## src/rtl/apb_bridge_ctrl_param.sv

```systemverilog
// AHB-lite to APB3/APB4 master controller: decodes one of NUM_SLV slaves, runs SETUP/ACCESS with
// wait states, and folds pslverr, decode misses, illegal sizes and timeouts into the AHB ERROR pair.
module apb_bridge_ctrl_param #(
  parameter int ADDR_W  = 32,
  parameter int DATA_W  = 32,
  parameter int NUM_SLV = 4,
  parameter int SEL_LSB = 12,
  parameter int TIMEOUT = 16
) (
  input  logic                      hclk,
  input  logic                      hreset,
  input  logic                      hsel,
  input  logic [1:0]                htrans,
  input  logic                      hwrite,
  input  logic [2:0]                hsize,
  input  logic [ADDR_W-1:0]         haddr,
  input  logic [DATA_W-1:0]         hwdata,
  input  logic                      hready_in,
  output logic                      hready_out,
  output logic [1:0]                hresp,
  output logic [DATA_W-1:0]         hrdata,
  output logic [ADDR_W-1:0]         paddr,
  output logic [NUM_SLV-1:0]        psel,
  output logic                      penable,
  output logic                      pwrite,
  output logic [DATA_W-1:0]         pwdata,
  output logic [DATA_W/8-1:0]       pstrb,
  input  logic [NUM_SLV*DATA_W-1:0] prdata,
  input  logic [NUM_SLV-1:0]        pready,
  input  logic [NUM_SLV-1:0]        pslverr
);
  localparam int STRB_W = DATA_W / 8;
  localparam int K      = $clog2(STRB_W);
  localparam int CNT_W  = (TIMEOUT > 0) ? $clog2(TIMEOUT + 1) : 1;

  typedef enum logic [2:0] {IDLE, LATCH, SETUP, ACCESS, DONE, ERR1, ERR2} state_t;
  state_t state, state_nxt;

  logic [ADDR_W-1:0]  addr_q;
  logic               write_q;
  logic [2:0]         size_q;
  logic [3:0]         idx_q;
  logic [CNT_W-1:0]   cnt;
  logic [CNT_W:0]     cnt_inc;

  logic               accept;
  logic               bad_req;
  logic               sel_rdy;
  logic               sel_err;
  logic               tmo_hit;
  logic [DATA_W-1:0]  sel_rdata;
  logic [NUM_SLV-1:0] sel_onehot;
  logic [STRB_W-1:0]  strb_calc;

  // AHB-side handshake is a pure decode of the registered state.
  assign hready_out = (state == IDLE) || (state == DONE) || (state == ERR2);
  assign hresp      = ((state == ERR1) || (state == ERR2)) ? 2'b01 : 2'b00;
  assign accept     = hsel & htrans[1] & hready_in & hready_out;

  assign bad_req = ({1'b0, idx_q} >= 5'(NUM_SLV)) || (size_q > 3'(K));
  assign cnt_inc = {1'b0, cnt} + (CNT_W+1)'(1);
  assign tmo_hit = (TIMEOUT != 0) && (cnt_inc >= (CNT_W+1)'(TIMEOUT));

  // Only the decoded slave's response is observed; the others are ignored.
  always_comb begin
    sel_onehot = '0;
    sel_rdy    = 1'b0;
    sel_err    = 1'b0;
    sel_rdata  = '0;
    for (int i = 0; i < NUM_SLV; i++) begin
      if (idx_q == 4'(i)) begin
        sel_onehot[i] = 1'b1;
        sel_rdy       = pready[i];
        sel_err       = pslverr[i];
        sel_rdata     = prdata[i*DATA_W +: DATA_W];
      end
    end
  end

  // A lane is enabled when it falls in the same size-aligned block as the address.
  always_comb begin
    strb_calc = '0;
    for (int b = 0; b < STRB_W; b++) begin
      strb_calc[b] = ((b >> size_q) == (int'(addr_q[K-1:0]) >> size_q));
    end
    if (!write_q) strb_calc = '0;
  end

  always_ff @(posedge hclk or posedge hreset) begin
    if (hreset) state <= IDLE;
    else        state <= state_nxt;
  end

  always_comb begin
    state_nxt = state;
    case (state)
      IDLE, DONE, ERR2: state_nxt = accept ? LATCH : IDLE;
      LATCH:            state_nxt = bad_req ? ERR1 : SETUP;
      SETUP:            state_nxt = ACCESS;
      ACCESS: begin
        if (sel_rdy)      state_nxt = sel_err ? ERR1 : DONE;
        else if (tmo_hit) state_nxt = ERR1;
      end
      ERR1:             state_nxt = ERR2;
      default:          state_nxt = IDLE;
    endcase
  end

  always_ff @(posedge hclk or posedge hreset) begin
    if (hreset) begin
      addr_q  <= '0;
      write_q <= 1'b0;
      size_q  <= '0;
      idx_q   <= '0;
      cnt     <= '0;
      paddr   <= '0;
      psel    <= '0;
      penable <= 1'b0;
      pwrite  <= 1'b0;
      pwdata  <= '0;
      pstrb   <= '0;
      hrdata  <= '0;
    end else begin
      if (accept) begin
        addr_q  <= haddr;
        write_q <= hwrite;
        size_q  <= hsize;
        idx_q   <= haddr[SEL_LSB+3:SEL_LSB];
      end
      case (state)
        LATCH: begin
          pstrb <= strb_calc;
          if (write_q) pwdata <= hwdata;
          if (!bad_req) begin
            paddr  <= addr_q;
            pwrite <= write_q;
            psel   <= sel_onehot;
            cnt    <= '0;
          end
        end
        SETUP: penable <= 1'b1;
        ACCESS: begin
          if (!sel_rdy && (cnt != '1)) cnt <= cnt_inc[CNT_W-1:0];
          if (state_nxt != ACCESS) begin
            psel    <= '0;
            penable <= 1'b0;
            if (sel_rdy && !sel_err && !write_q) hrdata <= sel_rdata;
          end
        end
        default: ;
      endcase
    end
  end
endmodule

```

## config.mk

```make
export PLATFORM = sky130hd
export DESIGN_NAME = apb_bridge_ctrl_param
export DESIGN_NICKNAME = d
export VERILOG_FILES = /design/src/rtl/apb_bridge_ctrl_param.sv
export SDC_FILE = /design/constraint.sdc
export NUM_CORES = 1
export LEC_CHECK = 0
export ABC_AREA = 1
export CORE_ASPECT_RATIO = 2
export CORE_MARGIN = 2
export CORE_UTILIZATION = 39
export CTS_BUF_LIST = sky130_fd_sc_hd__clkbuf_2 sky130_fd_sc_hd__clkbuf_4 sky130_fd_sc_hd__clkbuf_8
export DETAILED_ROUTE_END_ITERATION = 6
export PLACE_DENSITY_LB_ADDON = 0.12
export SLEW_MARGIN = 20
export SYNTH_ARGS = -nofsm -noshare
export SYNTH_HDL_FRONTEND = slang
export SYNTH_SLANG_ARGS = --single-unit
```

## constraint.sdc

```tcl
create_clock -name hclk -period 5 [get_ports hclk]
set_input_delay 1 -clock hclk [delete_from_list [all_inputs] [get_ports hclk]]
set_output_delay 1 -clock hclk [all_outputs]
set_load 0.05 [all_outputs]
```

### Placement by cell class, run 1

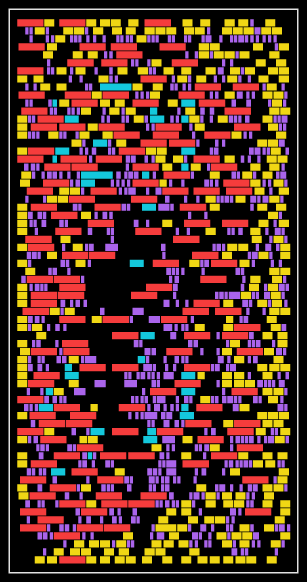
color	class	cells
red	sequential cells	150
purple	remaining logic cells	650
cyan	clock drivers and dummy loads	32
yellow	remaining buffers and delay cells	322
Placeable Area: 17200 um2
fin area: 10500 um2
Rows: 68
Seq/total area: 35.9%

### PDN straps and rails, run 1

Scale bar: 20 um. Pins as bars on the die edge.
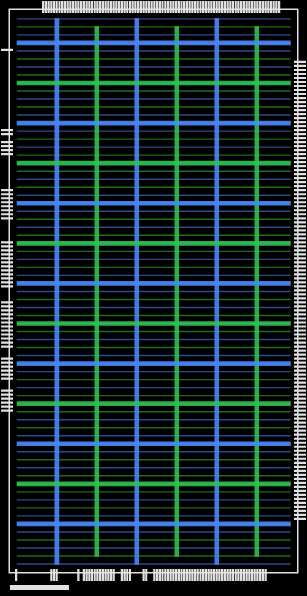
color	net
green	VDD
blue	VSS
met4 straps	6
rows	68
met5 straps	13
met1 rails	69
signal pins	319

==> out/results.tsv, run 1 <==
stage	metric	value	unit
status	status	complete, no violations	
worst_setup_path	CP Cell Sequence	nor2_1, nand2_1, nand2_1, clkdlybuf4s50_1	
timing	part of the cycle the worst path needs	61.2	%
global_routing	total gr overflow	0	
die	die area	18600	um2
timing	crit path time final	3060	ps
logic_synthesis	Mapped Nets	1055	
timing	f_max	327	MHz
cells_and_area	Layout area overhead	53.8	%
logic_synthesis	YS warnings	0	
worst_setup_path	CP max FO	4	
timing	Hold Vio Cnt, Final	0	
pwr	internal power	3.22	mW
die	Die W	97.3	um
timing	final setup violating endpoints	0	
logic_synthesis	Post-synth EDFFs	0	
worst_setup_path	crit-path max cell delay	830	ps
placement	RePlAce Congestion	0.814	
worst_setup_path	CP required	4000	ps
worst_setup_path	Worst EP arrival	2060	ps
drt	Post-route DRC	0	
logic_synthesis	Distinct lib cells used	34	
logic_synthesis	Largest cells by area	dfrtp_1 (55%), nand2_1 (20%), o21ai_0 (4.9%)	
global_routing	first-pass GRT wire length	33.2	mm
timing	unrepaired setup endpoints after global routing	no	
logic_synthesis	ys cells	843	
worst_setup_path	cells on worst reg2reg path	10	
cells_and_area	layout cell share with drive strength beyond 1	5.55	%
logic_synthesis	yosys stat chip area	6800	um2
global_routing	initial antenna violation count	0	
logic_synthesis	Most common reg cell	dfrtp_1	
clocking	Latency at later pin	440	ps
timing	setup tns final	0	ps
logic_synthesis	Post-synth ARST share	100	%
timing	slew margin rel.	29.5	%
logic_synthesis	Mux area share	0.497	%
clocking	clock tree sinks	150	
cells_and_area	Final nets	1353	
placement	number of port buffers	316	
global_routing	pin count of the biggest net entering global routing	151	
cells_and_area	dominant logic cell types in the final layout	nand2_1 (368), clkdlybuf4s50_1 (316), dfrtp_1 (150)	
pwr	sequential power share	31.8	%
logic_synthesis	xor/xnor cell area share of the yosys netlist	0.129	%
### Routing congestion map, run 1

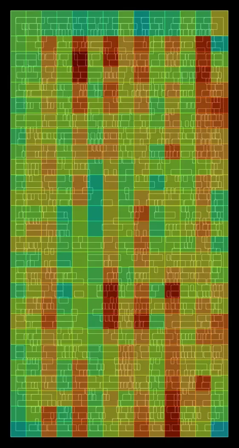
Final Core Density: 60.8%
GRT Overall Usage: 22.6%
GR Util met3: 6.27%
wire per inst: 15.6 um

==> run 1: metal layers <==
metal / up-vias / share of wire [%] / global-route usage [%] / routed length, um
met5: - / 0 / 0 / 0
met4: 0 / 3.1 / 9.62 / 664
met3: 37 / 7.3 / 6.27 / 1550
li1: 3266 / - / - / -
met1: 3020 / 36 / 24.4 / 7720
met2: 246 / 53 / 41.1 / 11400
==> run 1: area by class of cell <==
| class | instances | area (um2) |
|---|---|---|
| clock buffer | 20 | 263 |
| clock inverter | 12 | 129 |
| fill | 1630 | 6730 |
| inverter | 56 | 214 |
| multi-input combinational | 594 | 2610 |
| sequential | 150 | 3750 |
| tap | 210 | 263 |
| timing repair buffer | 322 | 3220 |
==> run 1: cells by family after synthesis <==
logic type               count (synthesis)
multiplexers                             3
AND-OR/OR-AND                          100
AND/OR/NAND/NOR                        487
other                                    1
adder cells (fa/ha/maj)                  2
XOR/XNOR                                 1
flip-flops                             150
buffers and inverters                   99
==> run 1: state kept, by name, summed over array words and instances, names as in the netlist <==
signal   count
paddr       32
psel         4
pwdata      32
pwrite       1
hrdata      32
penable      1
state        3
cnt          5
size_q       3
pstrb        4
write_q      1
addr_q      32
==> run 1: Yosys cell counts (all sizes together), types with 2 or more instances <==
master	number
inv	55
clkbuf	18
nand3	19
buf	25
a31oi	2
nor3	15
o21ai	91
o22ai	2
a21oi	2
nor2	49
ha	2
mux2	3
or2	2
nand2	369
nand4	33
dfrtp	150
==> run 1: worst reg2reg max path, stage by stage, from the launching register on <==
cell and delay [ps]:
dfrtp_1 420, ha_1 220, nand2_1 90, nor2_1 50, ha_1 280, nor2_1 60, nand3_1 90, nand2_2 400
nor2_4 770, nor2_1 90, nor2_1 130
==> run 1: worst max path at each step <==
stage,endpoint,depth (start not counted),start
after global routing,hready_out,5,state[2]
after CTS,hresp[0],4,state[1]
after floorplan,addr_q[0],1,hreset
final,hresp[0],4,state[1]
after detailed placement,hrdata[31],9,pready[1]
after global placement,hrdata[21],9,pready[1]
==> run 1: power by group through the flow <==
stage               sequential (mW)  clock (mW)  combinational [mW]
global route                   2.00       0.997                3.48
detailed placement             1.97           0                3.28
CTS                            1.95       0.951                3.28
finish                         1.95       0.919                3.25
floorplan                      3.05           0                1.00
global placement               1.95           0                3.25
==> run 1: through the flow <==
step                      hold slack, ps  total power, mW  setup slack, ps  instance area, um2  std cells
after CTS                            477             6.18             1900               10500       1364
after global placement               453             5.20             1690               10100       1332
after detailed placement             458             5.24             1660               10100       1332
after global routing                 496             6.48             1810               10500       1364
after floorplan                      446             4.05             2110                6800        843
final                                475             6.11             1940               10500       1364
### Cell area per tile, run 1

Scale bar: 20 um. 10 x 19 tiles, from black (low) to pale yellow (high), 0 to 100% covered.
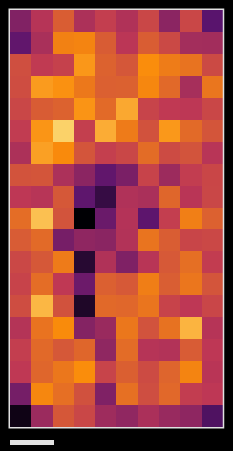

==> run 2, diff against run 1 <==
--- a/config.mk
+++ b/config.mk
@@ -8,7 +8,7 @@
 export ABC_AREA = 1
 export CORE_ASPECT_RATIO = 2
 export CORE_MARGIN = 2
-export CORE_UTILIZATION = 39
+export CORE_UTILIZATION = 43
 export CTS_BUF_LIST = sky130_fd_sc_hd__clkbuf_2 sky130_fd_sc_hd__clkbuf_4 sky130_fd_sc_hd__clkbuf_8
 export DETAILED_ROUTE_END_ITERATION = 6
 export PLACE_DENSITY_LB_ADDON = 0.12
==> constraint.sdc (replaced) <==
create_clock -name hclk -period 3.1 [get_ports hclk]
set_input_delay 0.62 -clock hclk [delete_from_list [all_inputs] [get_ports hclk]]
set_output_delay 0.62 -clock hclk [all_outputs]
set_load 0.05 [all_outputs]
### Cell area per tile, run 2

Scale bar: 20 um. 9 x 18 tiles, from black (low) to pale yellow (high), 0 to 100% covered.
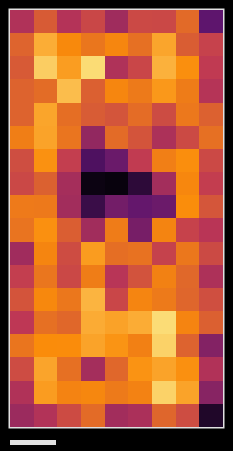
mean over tiles	61%
fullest tile	92%
tiles over 75% full	20%
emptiest ninth of the die	middle

==> out/results.tsv, run 2 <==
stage	metric	value	unit
status	status	complete, no violations	
cells_and_area	Layout area overhead	54.9	%
drt	wire per inst	16.1	um
worst_setup_path	Crit. Startpoint	state[1]	
logic_synthesis	ys cells	843	
timing	crit path time final	2690	ps
cells_and_area	fill count	1302	
cells_and_area	Final nets	1361	
timing	setup tns final	0	ps
timing	f_max	371	MHz
timing	slew margin rel.	43.3	%
drt	top sig layer	met4	
logic_synthesis	synth cell count leaders	nand2_1 (368), dfrtp_1 (150), o21ai_0 (67)	
drt	Post-route DRC	0	
cells_and_area	dominant logic cell types in the final layout	nand2_1 (368), clkdlybuf4s50_1 (316), dfrtp_1 (150)	
timing	unrepaired setup endpoints after global routing	no	
cells_and_area	Final Core Density	67.4	%
global_routing	GRT Overall Usage	25.9	%
global_routing	total gr overflow	0	
logic_synthesis	Post-synth ARST share	100	%
worst_setup_path	CP Capture Point	hresp[0]	
logic_synthesis	Mux area share	0.497	%
clocking	Latency at later pin	450	ps
timing	final setup violating endpoints	0	
worst_setup_path	CP Cell Sequence	nor2_1, nand2_1, nand2_1, clkdlybuf4s50_1	
logic_synthesis	YS warnings	0	
timing	Hold Vio Cnt, Final	0	
pwr	internal power	5.24	mW
worst_setup_path	Crit path depth	4	
logic_synthesis	Mapped Nets	1055	
### PDN straps and rails, run 2

Scale bar: 20 um. Pins as bars on the die edge.
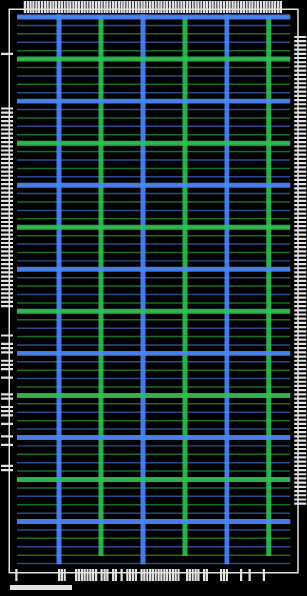
color	net
blue	VSS
green	VDD
met1 rails	66
signal pins	319
met4 straps	6
met5 straps	13
rows	65
Peak VDD IR: 0.748 mV
Die W: 92.9 um
DIE HEIGHT: 182 um
Placeable Area: 15600 um2

[run 2: cell counts after synthesis]
Identical to the previous run, type by type.
[run 2: per-layer routing]
layer / global-route usage (%) / up-vias
met5: 0 / -
met4: 9.65 / 0
met3: 7.68 / 28
met2: 45.3 / 230
met1: 29.5 / 3135
li1: - / 3283
[run 2: kinds of logic after synthesis]
kind of cell / Yosys count
AOI/OAI and AO/OA: 100
xor gates and xnor gates: 1
adders and majority gates: 2
buffers and inverters: 99
DFF: 150
muxes: 3
other: 1
and+or+nand+nor: 487
[run 2: stage by stage]
step	hold slack (ps)	power (mW)	worst slack, ps	cells	cell area, um2
floorplan	446	6.54	591	843	6800
global placement	453	8.34	734	1331	10100
detailed placement	457	8.44	677	1331	10100
CTS	478	10.0	378	1363	10500
global route	497	10.5	135	1363	10500
finish	474	9.95	406	1363	10500
[run 2: power by group through the flow]
stage          sequential, mW  combinational, mW  clock (mW)
6_report                 3.13               5.26        1.55
5_1_grt                  3.22               5.63        1.66
4_1_cts                  3.14               5.29        1.59
3_5_place_dp             3.17               5.27           0
3_3_place_gp             3.13               5.20           0
2_1_floorplan            4.92               1.61           0
[run 2: area by class of cell]
cell class / count / area, um2 / area share, %
clock buffers: 20 / 269 / 2.56
clock inverters: 12 / 143 / 1.36
multi-input cells: 594 / 2610 / 24.8
repair buffers: 330 / 3280 / 31.2
flip-flops and latches: 150 / 3750 / 35.7
inverters: 56 / 215 / 2.04
well taps: 201 / 251 / 2.39
[run 2: worst min-delay path by stage]
stage	start	to	slack [ps]	depth (start not counted)
2_1_floorplan	addr_q[31]	paddr[31]	450	2
5_1_grt	addr_q[31]	paddr[31]	500	2
3_3_place_gp	pwdata[29]	pwdata[29]	450	2
3_5_place_dp	pwdata[20]	pwdata[20]	460	2
6_report	pwdata[20]	pwdata[20]	470	2
4_1_cts	pwdata[21]	pwdata[21]	480	2
[run 2: worst register-to-register path, cell delays in order (launching register included)]
cell and delay (ps):
dfrtp_1 420, nor2_4 320, o211ai_2 200, nor2_4 260, clkinv_2 720, o21ai_2 330, inv_1 140, nand2_1 70
o21ai_1 60
### I/O nets highlighted, run 2

Scale bar: 20 um.
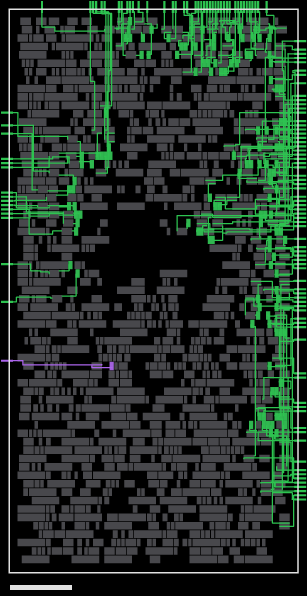

==> run 3, diff against run 2 <==
--- a/config.mk
+++ b/config.mk
@@ -7,8 +7,8 @@
 export LEC_CHECK = 0
 export ABC_AREA = 1
 export CORE_ASPECT_RATIO = 2
-export CORE_MARGIN = 2
-export CORE_UTILIZATION = 43
+export CORE_MARGIN = 3
+export CORE_UTILIZATION = 39
 export CTS_BUF_LIST = sky130_fd_sc_hd__clkbuf_2 sky130_fd_sc_hd__clkbuf_4 sky130_fd_sc_hd__clkbuf_8
 export DETAILED_ROUTE_END_ITERATION = 6
 export PLACE_DENSITY_LB_ADDON = 0.12
==> constraint.sdc (replaced) <==
create_clock -name hclk -period 2.42 [get_ports hclk]
set_input_delay 0.484 -clock hclk [delete_from_list [all_inputs] [get_ports hclk]]
set_output_delay 0.484 -clock hclk [all_outputs]
set_load 0.05 [all_outputs]
### I/O nets highlighted, run 3

Scale bar: 20 um.
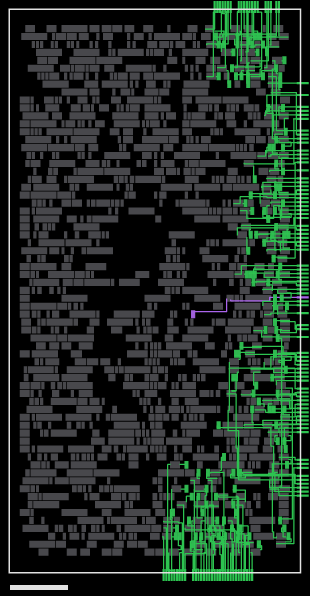
color	port	bits	direction	end cells	buffers	wire
purple	hready_out	1	output	1	1	40.5 um
green	prdata	128	input	126	128	2990 um
I/O pin cnt: 319
number of port buffers: 316

### Routing congestion map, run 3

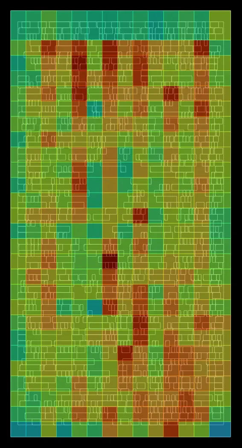
wire per inst: 16.0 um
met1 global-route usage: 24.7%
busiest grt layer: met2
GR Util met3: 6.77%
GRT Overall Usage: 23.1%

==> out/results.tsv, run 3 <==
stage	metric	value	unit
timing	slew margin rel.	50.0	%
logic_synthesis	Largest cells by area	dfrtp_1 (55%), nand2_1 (20%), o21ai_0 (4.9%)	
status	status	complete, no violations	
die	DIE HEIGHT	193	um
logic_synthesis	Post-synth EDFFs	0	
placement	Setup WS pre-CTS	124	ps
worst_setup_path	crit-path max cell delay	580	ps
pwr	internal power	6.74	mW
cells_and_area	Final nets	1365	
logic_synthesis	ys cells	843	
worst_setup_path	Crit path depth	10	
clocking	Latency at later pin	450	ps
logic_synthesis	synth cell count leaders	nand2_1 (368), dfrtp_1 (150), o21ai_0 (67)	
cells_and_area	dominant logic cell types in the final layout	nand2_1 (368), clkdlybuf4s50_1 (314), dfrtp_1 (150)	
logic_synthesis	Distinct lib cells used	34	
timing	Fin Hold WS	428	ps
global_routing	first-pass GRT wire length	34.6	mm
global_routing	pin count of the biggest net entering global routing	45	
drt	Post-route DRC	0	
worst_setup_path	CP required	2800	ps
## run 3: cell counts after synthesis
No cell type changed its count.
## run 3: cells by family after synthesis
logic type | after synthesis
simple gates | 487
xor+xnor | 1
other cells | 1
flops | 150
fa+ha+maj | 2
mux | 3
compound gates | 100
buf+inv | 99
## run 3: power by group through the flow
stage / Clock [mW] / Sequential, mW / Combinational (mW)
floorplan: 0 / 6.31 / 2.07
global placement: 0 / 4.02 / 6.83
detailed placement: 0 / 4.05 / 6.89
CTS: 1.92 / 4.02 / 6.90
global route: 2.03 / 4.13 / 7.32
finish: 1.85 / 4.01 / 6.81
## run 3: metal layers
metal  global-route usage (%)  part of all wire, %
met1                     24.7                   36
met2                     42.2                   54
met3                     6.77                  7.3
met4                     8.57                  2.5
met5                        0                    0
## run 3: cell type report
cell class              count  area (um2)  share of cell area [%]
clock inverters             3        42.5                   0.402
repair buffers            334        3370                    31.8
flip-flops and latches    150        3750                    35.5
clock buffers              26         333                    3.14
multi-input cells         594        2610                    24.7
inverters                  56         214                    2.02
well taps                 207         259                    2.45
## run 3: worst paths after layout
check	startpoint	endpoint	slack, ps
setup / recovery	cnt[0]	hrdata[11]	250
hold / removal	hreset	addr_q[18]	430
setup reg to reg	cnt[0]	hrdata[11]	250
hold reg to reg	pwdata[14]	pwdata[14]	470
max in group asynchronous	hreset	paddr[14]	1430
min in group hclk	pwdata[14]	pwdata[14]	470
## run 3: metrics by stage
step,instance area (um2),std cells
after floorplan,6800,843
after CTS,10600,1370
final,10600,1370
after global placement,10200,1341
after global routing,10600,1370
after detailed placement,10200,1341
## run 3: worst reg2reg max path, cell delays in order, from the launching register on
cell     delay, ps
dfrtp_1        420
ha_1           220
nand2_1         90
nor2_1          50
ha_1           280
nor2_1          60
nand3_1         90
nand2_2         80
nor2_4         580
nor2_1         110
nor2_1         130
No activity file was given, so power comes from the tool's default toggle rates.
